==> config.mk <==
export PLATFORM = sky130hd
export DESIGN_NAME = reg_file_sb
export DESIGN_NICKNAME = d
export VERILOG_FILES = /design/src/rtl/regfile_pkg.sv /design/src/rtl/reg_scoreboard.sv /design/src/rtl/reg_file_sb.sv
export SDC_FILE = /design/constraint.sdc
export NUM_CORES = 1
export LEC_CHECK = 0
export CORE_ASPECT_RATIO = 1.25
export CORE_MARGIN = 5
export CORE_UTILIZATION = 40
export CTS_CLUSTER_SIZE = 24
export DETAILED_ROUTE_END_ITERATION = 10
export PLACE_DENSITY = 0.68
export SKIP_CTS_REPAIR_TIMING = 1
export SYNTH_ARGS = -nofsm -noshare
export SYNTH_HDL_FRONTEND = slang
export SYNTH_SLANG_ARGS = --single-unit
==> constraint.sdc <==
create_clock -name clk -period 2.7 [get_ports clk]
set_input_delay 0.675 -clock clk [delete_from_list [all_inputs] [get_ports clk]]
set_output_delay 0.675 -clock clk [all_outputs]
set_load 0.01 [all_outputs]
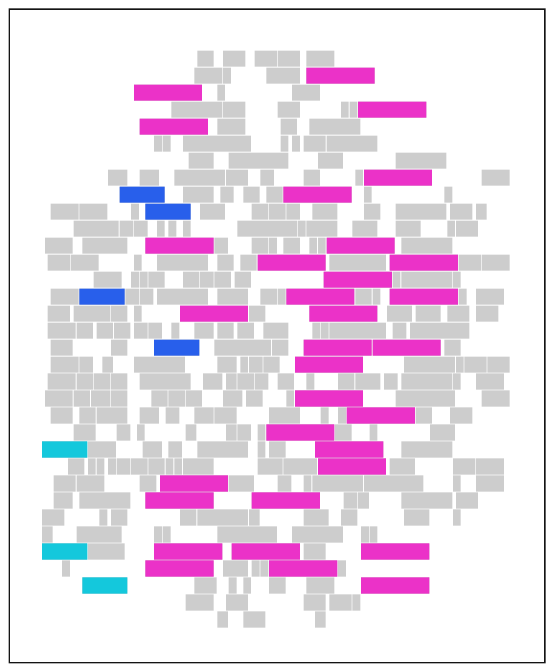
*Sequential cells grouped by signal name, run 1*
legend:
  cyan:
    netlist_name: u_scoreboard.busy_cnt
    sequential_cells: 3
  magenta:
    netlist_name: mem
    sequential_cells: 32
  blue:
    netlist_name: u_scoreboard.busy
    sequential_cells: 4
Storage cell area: 1100 um2
Seq area share: 28.3%
Seq power: 0.733 mW
Layout Utilization: 56.2%

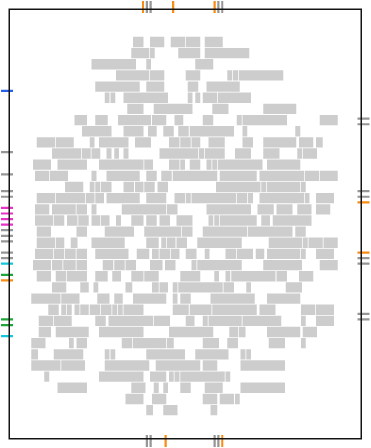
*I/O pins on the die edge, run 1*
Pins as bars across the die edge, other pins in gray.
legend:
  orange:
    port: wr_data
    pins: 8
    direction: input
    edge: 3 top, 2 right, 2 bottom, 1 left
  blue:
    port: clk
    pins: 1
    direction: input
    edge: left
  green:
    port: busy_cnt
    pins: 3
    direction: output
    edge: left
  magenta:
    port: rd_addr
    pins: 4
    direction: input
    edge: left
  cyan:
    port: wr_addr
    pins: 2
    direction: input
    edge: left
die width: 85.5 um
count of input and output buffers: 42
Die Y: 104 um

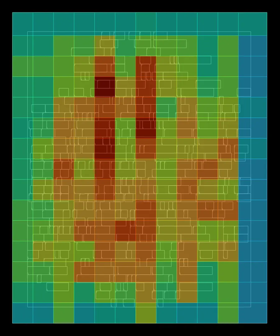
*Routing congestion, run 1*
grt peak-use layer: met2
global routing usage on met1: 22.1%

==> deck_impl_summary.md, run 1 <==
Key Metrics from the Run

Clock tree
  • Htree depth: 2
  • Clock tree sinks: 39
  • Deepest clock path buffer count: 2

Yosys
  • Cell Area, Synth: 2850 um2
  • Top-area cell share: 33.7%
  • Chip Area, Yosys: 2850 um2
  • Yosys cell count: 239
  • Top cells by area: edfxtp_1, mux4_2, mux2_2, mux2i_1, dfxtp_1
  • Avg Inst Size Synth: 11.9 um2
  • #FFs+latches synth: 39
  • Cells after Synth: 239
  • Most frequent cell after synthesis: nor2_1
  • Syn Nets: 263
  • Commonest flop: edfxtp_1

Die
  • Chip area: 8920 um2
  • # IOs: 43

Finish
  • Nets: 339
  • Share of layout cells above drive strength 1: 34.2%
  • Number of flip-flops in the largest register: 32
  • Layout area overhead: 36.7%
  • Fin cells: 406

Status
  • Status: finished clean

Worst setup path
  • CP Launch Type: input port
  • Crit-path slowest cell: or2_1
  • Endpoint class of the critical path: output port
  • Worst EP arrival: 1.96 ns
  • R2r setup slk: 0.39 ns
  • R2r worst-path depth: 9
  • Critical Path Fanout Max: 6

Place
  • Dpl cell area: 3590 um2
  • Placer Congestion: 0.888
  • Pre-CTS WS: -0.576 ns
  • Cells after DPL: 395

Power
  • Combinational share of power: 31.7%
  • P_int: 1.28 mW
  • LEAKAGE: 1.84 nW
  • Sw Ratio: 28.3%
  • Power Density: 460 nW/um2
  • Clk pwr share: 27.4%

Hold path
  • Hold path depth: 2
  • HP Class: reg -> reg

Global route
  • GRT Overall Usage: 17.6%
  • First-pass GRT wire length: 12,000 um
  • Grt met2 use: 31.6%
  • GRT overflow: 0

Route
  • DR vias/cell: 5.42
  • Routed Antenna Nets: 0
  • Met1 Routed Length: 3050 um
  • Top sig layer: met4
  • Met3 Wirelength: 607 um
  • DRC: 0
  • Drt initial violations: 235
  • Drt wl/cell: 19.7 um
  • Met2 Wirelength: 4300 um
  • Routed WL: 8020 um
  • Vias: 2,200

Timing
  • Max Slew Vio Count: 0
  • # setup viols final: 0
  • Slew HR: 74.8%
  • Setup TNS: 0 ns
  • Fmax: 379 MHz
  • Clock period minus worst slack: 2.64 ns
  • Worst-Margin Slew: 0.378 ns
  • RSZ-0062 raised after global routing: no
==> run 1: power groups by stage <==
stage,Sequential (mW),Combinational [mW],Clock (mW)
3_5_place_dp,0.744,0.547,0
2_1_floorplan,0.740,0.301,0
5_1_grt,0.740,0.610,0.522
3_3_place_gp,0.740,0.536,0
4_1_cts,0.731,0.550,0.497
6_report,0.733,0.568,0.491
==> run 1: cell type report <==
class | instances | area, um2 | area share [%]
clock inverter | 3 | 38.8 | 0.996
multi-input combinational | 155 | 1580 | 40.5
clock buffer | 5 | 68.8 | 1.77
timing repair buffer | 88 | 897 | 23.0
sequential | 39 | 1100 | 28.3
inverter | 26 | 97.6 | 2.51
tap | 90 | 113 | 2.89
==> run 1: worst max-delay path, delay by kind of cell <==
kind	cells	cell delay (ns)
AOI/OAI and AO/OA	1	0.22
and+or+nand+nor	1	0.25
muxes	1	0.12
buffers and inverters	4	0.70
==> run 1: layout by cell type, fill, tap and decap left out, types with 4 or more instances in the layout <==
master / count
clkdlybuf4s50_1: 15
nor2_1: 34
mux2i_1: 16
dfxtp_1: 7
a31oi_1: 4
buf_4: 39
mux2_2: 16
a22oi_1: 7
mux4_2: 20
nand2b_1: 10
o221ai_4: 6
clkbuf_8: 5
clkbuf_2: 4
dlymetal6s2s_1: 23
xnor2_1: 6
inv_1: 26
edfxtp_1: 32
==> run 1: logic make-up (layout without fill, tap and decap cells) <==
family | count (synthesis) | in the layout | synth area share (%)
and+or+nand+nor | 62 | 62 | 10.8
muxes | 52 | 52 | 27.8
buffers and inverters | 45 | 122 | 8.70
DFF | 39 | 39 | 38.6
AOI/OAI and AO/OA | 30 | 30 | 9.75
xor gates and xnor gates | 8 | 8 | 2.72
adders and majority gates | 3 | 3 | 1.58
## Run 2: what changed since run 1
- CTS_CLUSTER_SIZE: 24 -> 8
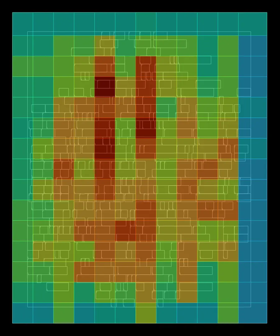
*Routing congestion, run 2*
GRT Overall Usage: 17.6%
drt wl/cell: 19.7 um
GR Util met3: 2.77%
grt met2 use: 31.6%

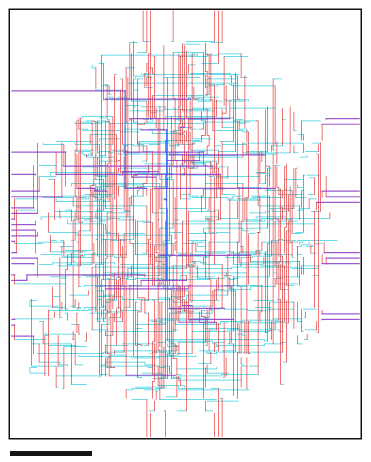
*Wiring by layer, run 2*
Bar = 20 um.
legend:
  cyan:
    layer: metal 1
    wire_length: 3,050 um
  red:
    layer: metal 2
    wire_length: 4,310 um
  blue:
    layer: metal 4
    wire_length: 60.5 um
  purple:
    layer: metal 3
    wire_length: 608 um
vias: 2,200
Routed WL: 8020 um

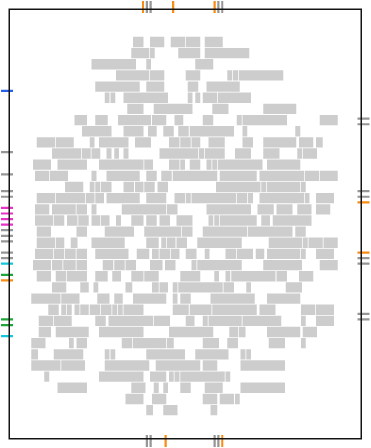
*I/O pins on the die edge, run 2*
Pins as bars across the die edge, other pins in gray.
legend:
  cyan:
    port: wr_addr
    pins: 2
    direction: input
    edge: left
  green:
    port: busy_cnt
    pins: 3
    direction: output
    edge: left
  magenta:
    port: rd_addr
    pins: 4
    direction: input
    edge: left
  orange:
    port: wr_data
    pins: 8
    direction: input
    edge: 3 top, 2 right, 2 bottom, 1 left
  blue:
    port: clk
    pins: 1
    direction: input
    edge: left
all pins by edge: 20 left, 10 right, 7 top, 6 bottom

==> deck_impl_summary.md, run 2 <==
Key Metrics from the Run

Status
  • Status: finished clean

Clock tree
  • Deepest clock path buffer count: 2
  • Clock tree sinks: 39
  • Htree depth: 2

Yosys
  • Cells after Synth: 239
  • Most frequent cell after synthesis: nor2_1
  • MUX share of area: 27.8%
  • Yosys cell count: 239
  • Commonest flop: edfxtp_1
  • Syn Nets: 263
  • Chip Area, Yosys: 2850 um2
  • #FFs+latches synth: 39
  • Top-area cell share: 33.7%
  • Simple-gate share of the synthesized area: 10.8%
  • Xor+xnor area frac: 2.72%
  • Avg Inst Size Synth: 11.9 um2

Worst setup path
  • R2r setup slk: 0.39 ns
  • Endpoint class of the critical path: output port
  • Crit path max-delay family: buffers and inverters
  • Critical Path Fanout Max: 6
  • Buf+Inv Stages, Crit Path: 4
  • Crit-path slowest cell: or2_1
  • CP Launch Type: input port
  • WP depth: 7

Power
  • LEAKAGE: 1.84 nW
  • Sw Ratio: 28.3%
  • Combinational share of power: 31.7%
  • P_int: 1.28 mW
  • Power Density: 460 nW/um2
  • Clk pwr share: 27.4%

Place
  • Pre-CTS WS: -0.576 ns
  • Placer Congestion: 0.888

Finish
  • Layout area overhead: 36.7%
  • Share of layout cells above drive strength 1: 34.2%
  • Layout Utilization: 56.2%
  • Commonest Layout Cell: buf_4
  • Nets: 339
  • Number of flip-flops in the largest register: 32
  • Top Layout Cells: buf_4, nor2_1, edfxtp_1, inv_1, dlymetal6s2s_1

Timing
  • Worst-Margin Slew: 0.378 ns
  • # setup viols final: 0
  • Slew HR: 74.8%
  • Setup TNS: 0 ns
  • Clock period minus worst slack: 2.64 ns
  • Fmax: 379 MHz
  • RSZ-0062 raised after global routing: no

Hold path
  • Hold path depth: 2

Die
  • Die Y: 104 um
  • Die width: 85.5 um
  • Chip area: 8920 um2

Route
  • DR vias/cell: 5.42
  • Routed Antenna Nets: 0
  • DRC: 0
-- run 2: cell counts after synthesis --
Identical to the previous run, type by type.
-- run 2: layout make-up --
type	count	area [um2]
clock inverters	3	38.8
flip-flops and latches	39	1100
well taps	90	113
multi-input cells	155	1580
repair buffers	88	897
inverters	26	97.6
fillers	580	3040
clock buffers	5	68.8
-- run 2: cell families (layout without fill, tap and decap cells) --
| kind of cell | after synthesis | in the layout |
|---|---|---|
| AND/OR/NAND/NOR | 62 | 62 |
| multiplexers | 52 | 52 |
| buffers and inverters | 45 | 122 |
| flip-flops | 39 | 39 |
| AND-OR/OR-AND | 30 | 30 |
| adder cells (fa/ha/maj) | 3 | 3 |
| XOR/XNOR | 8 | 8 |
-- run 2: power by group through the flow --
| stage | clock network (mW) | registers (mW) | logic [mW] |
|---|---|---|---|
| floorplan | 0 | 0.740 | 0.301 |
| global placement | 0 | 0.740 | 0.536 |
| detailed placement | 0 | 0.744 | 0.547 |
| CTS | 0.497 | 0.731 | 0.550 |
| global route | 0.522 | 0.740 | 0.610 |
| finish | 0.491 | 0.733 | 0.568 |
-- run 2: per-stage QoR --
| stage | hold slack, ns | cells |
|---|---|---|
| finish | 0.547 | 406 |
| CTS | 0.549 | 403 |
| detailed placement | 0.536 | 395 |
| global route | 0.568 | 406 |
| global placement | 0.529 | 395 |
| floorplan | 0.480 | 239 |
-- run 2: tightest hold or removal path, cell delays in order (launching register included) --
cell     delay (ns)
dfxtp_1        0.35
inv_1          0.08
o22ai_1        0.08
-- run 2: layer usage --
layer / GRT usage (%) / wire length (um) / up-vias
met5: 0 / 0 / -
met4: 3.39 / 60 / 0
met3: 2.77 / 607 / 6
met2: 31.6 / 4300 / 75
met1: 22.1 / 3050 / 1087
li1: - / - / 1032
Power figures rest on the tool's default switching activity, not on a simulated workload.
